[src/rtl/darkriscv_muldiv_seq_if.sv]
// Request/response bundle between the darkriscv core and the iterative multiply/divide sequencer.
// The core drives the master side and the sequencer takes the slave side.
interface darkriscv_muldiv_seq_if #(
    parameter int XLEN = 32
);
    logic            req;
    logic [2:0]      funct3;
    logic [XLEN-1:0] rs1Data;
    logic [XLEN-1:0] rs2Data;
    logic [4:0]      rdIn;
    logic            halt;
    logic            busy;
    logic            done;
    logic [XLEN-1:0] wData;
    logic [4:0]      wAddr;
    logic            ill;

    modport master (
        output req, funct3, rs1Data, rs2Data, rdIn,
        input  halt, busy, done, wData, wAddr, ill
    );

    modport slave (
        input  req, funct3, rs1Data, rs2Data, rdIn,
        output halt, busy, done, wData, wAddr, ill
    );
endinterface

[src/rtl/darkriscv_muldiv_seq.sv]
// Iterative RV32M multiply/divide sequencer: shift-add multiply, restoring divide, one result per op.
// Define MULDIV_DIV_EN to build the divider; without it, FUNCT3[2]=1 requests pulse ILL instead.
module darkriscv_muldiv_seq #(
    parameter int XLEN = 32
) (
    input logic                    clk_i,
    input logic                    rst_i,
    darkriscv_muldiv_seq_if.slave  md
);
    localparam int CW = $clog2(XLEN);
    localparam logic [CW-1:0] CNT_LAST = CW'(XLEN - 1);

    typedef enum logic [2:0] {IDLE, SETUP, RUN, FIX, DONE} state_t;

    state_t            state_q;
    logic [2:0]        funct3_q;
    logic [4:0]        rd_q;
    logic [XLEN-1:0]   opA_q;
    logic [XLEN-1:0]   opB_q;
    logic [2*XLEN-1:0] acc_q;
    logic [2*XLEN-1:0] acc_d;
    logic [CW-1:0]     count_q;
    logic              negLo_q;
    logic              fixPhase_q;
    logic [XLEN-1:0]   wdata_q;
    logic [4:0]        waddr_q;
    logic              busy_q;
    logic              done_q;
    logic              ill_q;
    logic              accept;
    logic              aNeg;
    logic              bNeg;
    logic [XLEN:0]     mulSum;

`ifdef MULDIV_DIV_EN
    logic              negHi_q;
    logic [XLEN:0]     remShift;
    logic [XLEN-1:0]   remSub;
    logic              remGeq;
    assign accept = md.req;
`else
    assign accept = md.req & ~md.funct3[2];
`endif

    assign md.halt  = (accept && state_q == IDLE) || (state_q != IDLE && state_q != DONE);
    assign md.busy  = busy_q;
    assign md.done  = done_q;
    assign md.wData = wdata_q;
    assign md.wAddr = waddr_q;
    assign md.ill   = ill_q;

    // rs1 is signed for MULH/MULHSU/DIV/REM, rs2 only for MULH/DIV/REM.
    assign aNeg = opA_q[XLEN-1] & ((funct3_q == 3'd1) | (funct3_q == 3'd2) |
                                   (funct3_q == 3'd4) | (funct3_q == 3'd6));
    assign bNeg = opB_q[XLEN-1] & ((funct3_q == 3'd1) | (funct3_q == 3'd4) | (funct3_q == 3'd6));

    // Multiply keeps the partial product in the upper half and the shrinking multiplier in the lower
    // half; divide keeps the partial remainder in the upper half and shifts quotient bits into the lower.
    always_comb begin
        mulSum = {1'b0, acc_q[2*XLEN-1:XLEN]} + {1'b0, opB_q};
        acc_d  = acc_q[0] ? {mulSum, acc_q[XLEN-1:1]} : {1'b0, acc_q[2*XLEN-1:1]};
`ifdef MULDIV_DIV_EN
        remShift = {acc_q[2*XLEN-1:XLEN], acc_q[XLEN-1]};
        remGeq   = remShift >= {1'b0, opB_q};
        remSub   = remShift[XLEN-1:0] - opB_q;
        if (funct3_q[2]) begin
            acc_d = remGeq ? {remSub, acc_q[XLEN-2:0], 1'b1}
                           : {remShift[XLEN-1:0], acc_q[XLEN-2:0], 1'b0};
        end
`endif
    end

    always_ff @(posedge clk_i) begin
        if (rst_i) begin
            state_q    <= IDLE;
            funct3_q   <= '0;
            rd_q       <= '0;
            opA_q      <= '0;
            opB_q      <= '0;
            acc_q      <= '0;
            count_q    <= '0;
            negLo_q    <= 1'b0;
            fixPhase_q <= 1'b0;
            wdata_q    <= '0;
            waddr_q    <= '0;
            busy_q     <= 1'b0;
            done_q     <= 1'b0;
            ill_q      <= 1'b0;
`ifdef MULDIV_DIV_EN
            negHi_q    <= 1'b0;
`endif
        end else begin
            ill_q <= 1'b0;
            case (state_q)
                IDLE: begin
                    if (accept) begin
                        funct3_q <= md.funct3;
                        opA_q    <= md.rs1Data;
                        opB_q    <= md.rs2Data;
                        rd_q     <= md.rdIn;
                        busy_q   <= 1'b1;
                        state_q  <= SETUP;
                    end else if (md.req) begin
                        ill_q <= 1'b1;
                    end
                end
                SETUP: begin
                    acc_q      <= {{XLEN{1'b0}}, aNeg ? -opA_q : opA_q};
                    opB_q      <= bNeg ? -opB_q : opB_q;
                    negLo_q    <= aNeg ^ bNeg;
                    count_q    <= CNT_LAST;
                    fixPhase_q <= 1'b0;
                    state_q    <= RUN;
`ifdef MULDIV_DIV_EN
                    negHi_q <= aNeg;
                    // Specials bypass the loop with the architecturally defined results preloaded.
                    if (funct3_q[2] && opB_q == '0) begin
                        acc_q   <= {opA_q, {XLEN{1'b1}}};
                        negLo_q <= 1'b0;
                        negHi_q <= 1'b0;
                        state_q <= FIX;
                    end else if (funct3_q[2] && !funct3_q[0] && opA_q == {1'b1, {(XLEN-1){1'b0}}}
                                 && opB_q == {XLEN{1'b1}}) begin
                        acc_q   <= {{XLEN{1'b0}}, 1'b1, {(XLEN-1){1'b0}}};
                        negLo_q <= 1'b0;
                        negHi_q <= 1'b0;
                        state_q <= FIX;
                    end
`endif
                end
                RUN: begin
                    acc_q   <= acc_d;
                    count_q <= count_q - CW'(1);
                    if (count_q == '0) begin
                        state_q <= FIX;
                    end
                end
                FIX: begin
                    // First cycle applies the sign correction, second picks the half and registers it.
                    if (!fixPhase_q) begin
                        fixPhase_q <= 1'b1;
`ifdef MULDIV_DIV_EN
                        if (funct3_q[2]) begin
                            acc_q <= {negHi_q ? -acc_q[2*XLEN-1:XLEN] : acc_q[2*XLEN-1:XLEN],
                                      negLo_q ? -acc_q[XLEN-1:0] : acc_q[XLEN-1:0]};
                        end else begin
                            acc_q <= negLo_q ? -acc_q : acc_q;
                        end
`else
                        acc_q <= negLo_q ? -acc_q : acc_q;
`endif
                    end else begin
                        fixPhase_q <= 1'b0;
                        if (funct3_q == 3'd0 || (funct3_q[2] && !funct3_q[1])) begin
                            wdata_q <= acc_q[XLEN-1:0];
                        end else begin
                            wdata_q <= acc_q[2*XLEN-1:XLEN];
                        end
                        waddr_q <= rd_q;
                        done_q  <= 1'b1;
                        state_q <= DONE;
                    end
                end
                DONE: begin
                    done_q  <= 1'b0;
                    busy_q  <= 1'b0;
                    state_q <= IDLE;
                end
                default: begin
                    state_q <= IDLE;
                    busy_q  <= 1'b0;
                    done_q  <= 1'b0;
                end
            endcase
        end
    end
endmodule

[src/flat_wrapper.sv]
// flat-port wrapper written by rule: the top's interface ports become plain ports
module darkriscv_muldiv_seq_flat 
#(
    parameter int XLEN = 32
)
  (clk_i, rst_i, md_req, md_funct3, md_rs1Data, md_rs2Data, md_rdIn, md_halt, md_busy, md_done, md_wData, md_wAddr, md_ill);
  darkriscv_muldiv_seq_if #(.XLEN(XLEN)) md_i ();
  input logic clk_i;
  input logic rst_i;
  input wire logic [$bits(md_i.req)-1:0] md_req;
  input wire logic [$bits(md_i.funct3)-1:0] md_funct3;
  input wire logic [$bits(md_i.rs1Data)-1:0] md_rs1Data;
  input wire logic [$bits(md_i.rs2Data)-1:0] md_rs2Data;
  input wire logic [$bits(md_i.rdIn)-1:0] md_rdIn;
  output wire logic [$bits(md_i.halt)-1:0] md_halt;
  output wire logic [$bits(md_i.busy)-1:0] md_busy;
  output wire logic [$bits(md_i.done)-1:0] md_done;
  output wire logic [$bits(md_i.wData)-1:0] md_wData;
  output wire logic [$bits(md_i.wAddr)-1:0] md_wAddr;
  output wire logic [$bits(md_i.ill)-1:0] md_ill;
  assign md_i.req = md_req;
  assign md_i.funct3 = md_funct3;
  assign md_i.rs1Data = md_rs1Data;
  assign md_i.rs2Data = md_rs2Data;
  assign md_i.rdIn = md_rdIn;
  assign md_halt = md_i.halt;
  assign md_busy = md_i.busy;
  assign md_done = md_i.done;
  assign md_wData = md_i.wData;
  assign md_wAddr = md_i.wAddr;
  assign md_ill = md_i.ill;
  darkriscv_muldiv_seq #(.XLEN(XLEN)) u_core (.clk_i(clk_i), .rst_i(rst_i), .md(md_i));
endmodule
[config.mk]
export PLATFORM = sky130hd
export DESIGN_NAME = darkriscv_muldiv_seq_flat
export DESIGN_NICKNAME = d
export VERILOG_FILES = /design/src/rtl/darkriscv_muldiv_seq_if.sv /design/src/rtl/darkriscv_muldiv_seq.sv /design/src/flat_wrapper.sv
export SDC_FILE = /design/constraint.sdc
export NUM_CORES = 1
export LEC_CHECK = 0
export ABC_AREA = 1
export CORE_MARGIN = 5
export CORE_UTILIZATION = 35
export DETAILED_ROUTE_END_ITERATION = 8
export GPL_ROUTABILITY_DRIVEN = 0
export GPL_TIMING_DRIVEN = 0
export HOLD_SLACK_MARGIN = 0.12
export PLACE_DENSITY = 0.52
export SLEW_MARGIN = 15
export SYNTH_ARGS = -nofsm -noshare
export SYNTH_HDL_FRONTEND = slang
export SYNTH_SLANG_ARGS = --single-unit
export TNS_END_PERCENT = 10
[constraint.sdc]
create_clock -name clk_i -period 5.85 [get_ports clk_i]
set_input_delay 0.8775 -clock clk_i [delete_from_list [all_inputs] [get_ports clk_i]]
set_output_delay 0.8775 -clock clk_i [all_outputs]
set_load 0.1 [all_outputs]
==> impl_metrics.tcl <==
# yosys + openroad results
set metrics [dict create \
    worstSetupPathType "in -> out" \
    async_flop_share 0 \
    cap_violations 0 \
    nFlopsAndLatches 186 \
    clockBufferCount 18 \
    cp_data_required_time_ns 4.97 \
    wl_met2_um 28340 \
    crit_path_end "md_halt" \
    status "completed" \
    synthMostInstantiatedCell "nand2_1" \
    finalCriticalPeriod_ns 4.273 \
    path_buffers 5 \
    synth_seq_share 0.2626 \
    powerDensity_mw_per_mm2 446.5 \
    clk_path_buf_depth 2 \
    routedLengthMet1_um 26100 \
    critical-path-top-delay-family "buffers and inverters" \
    ctsResizeCount 0 \
    synth.distinct_cells 57 \
    ys_cells 2389 \
    clk_latency_ns 0.47 \
    cts_buffers 17 \
    top_power_group "combinational logic" \
    grt.total_usage 0.2638 \
    slew_viol_final 0 \
    nNetsFinal 2635 \
    simple_gate_area_frac 0.3421 \
    cpMaxStageDelayCell "clkdlybuf4s50_1" \
    stdcell_area_mm2 0.01662 \
    ys_sh_xor 0.01483 \
    regToRegStartpoint "u_core.acc_q[0]" \
    highest_layer "met4" \
    fp_nets 2502 \
    syn_area_mm2 0.01418 \
    gr-usage-met1 0.3444 \
    clock_power_w 0.00129 \
    maxSlewHeadroom 0.3215 \
    hold_buffers 0 \
    layout.buffer.nonclock.area_share 0.09292 \
]
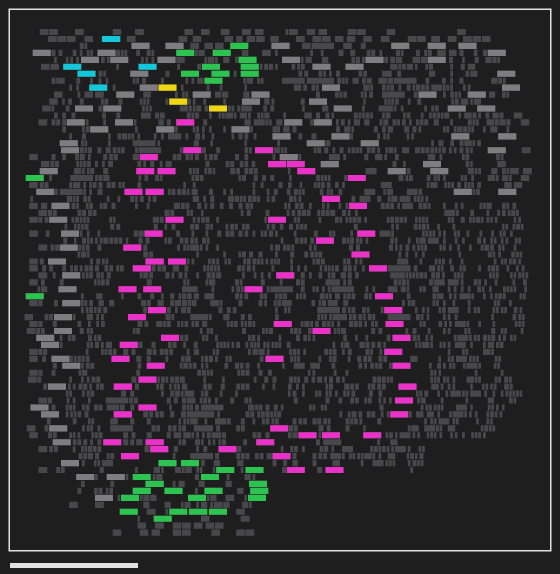
flops_by_reg.png
The bar under the picture is 50 um long. Other sequential cells in the stronger grey, the rest of the logic in the fainter grey.
[yellow] u_core.state_q | flops: 3
[cyan] u_core.rd_q | flops: 5 | where: north-west
[magenta] u_core.acc_q | flops: 64
[green] u_core.md.wData | flops: 32

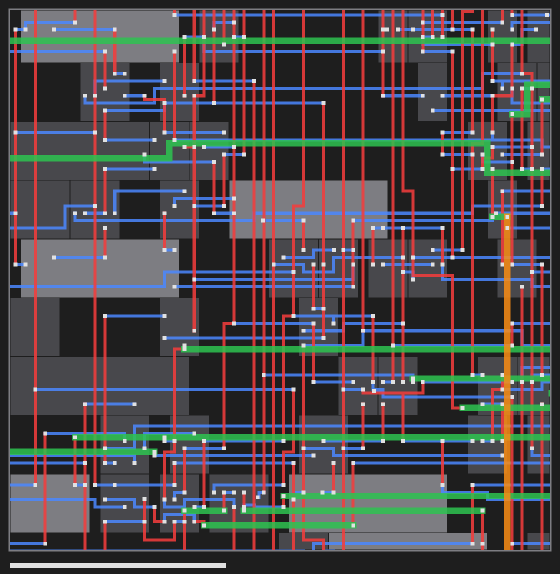
detail.png
The bar under the picture is 10 um long. Region (40, 40) to (65, 65) um. Cells in grey, sequential cells in the stronger grey; small squares are vias.
[red] metal 2
[orange] metal 4
[blue] metal 1
[green] metal 3
cells with their middle in the window: 43
netlist names of flops here include: u_core.acc_q (5)
sequential cells in the window: 5
most frequent: o21ai_0 (14), a21oi_1 (8), a31oi_1 (6)

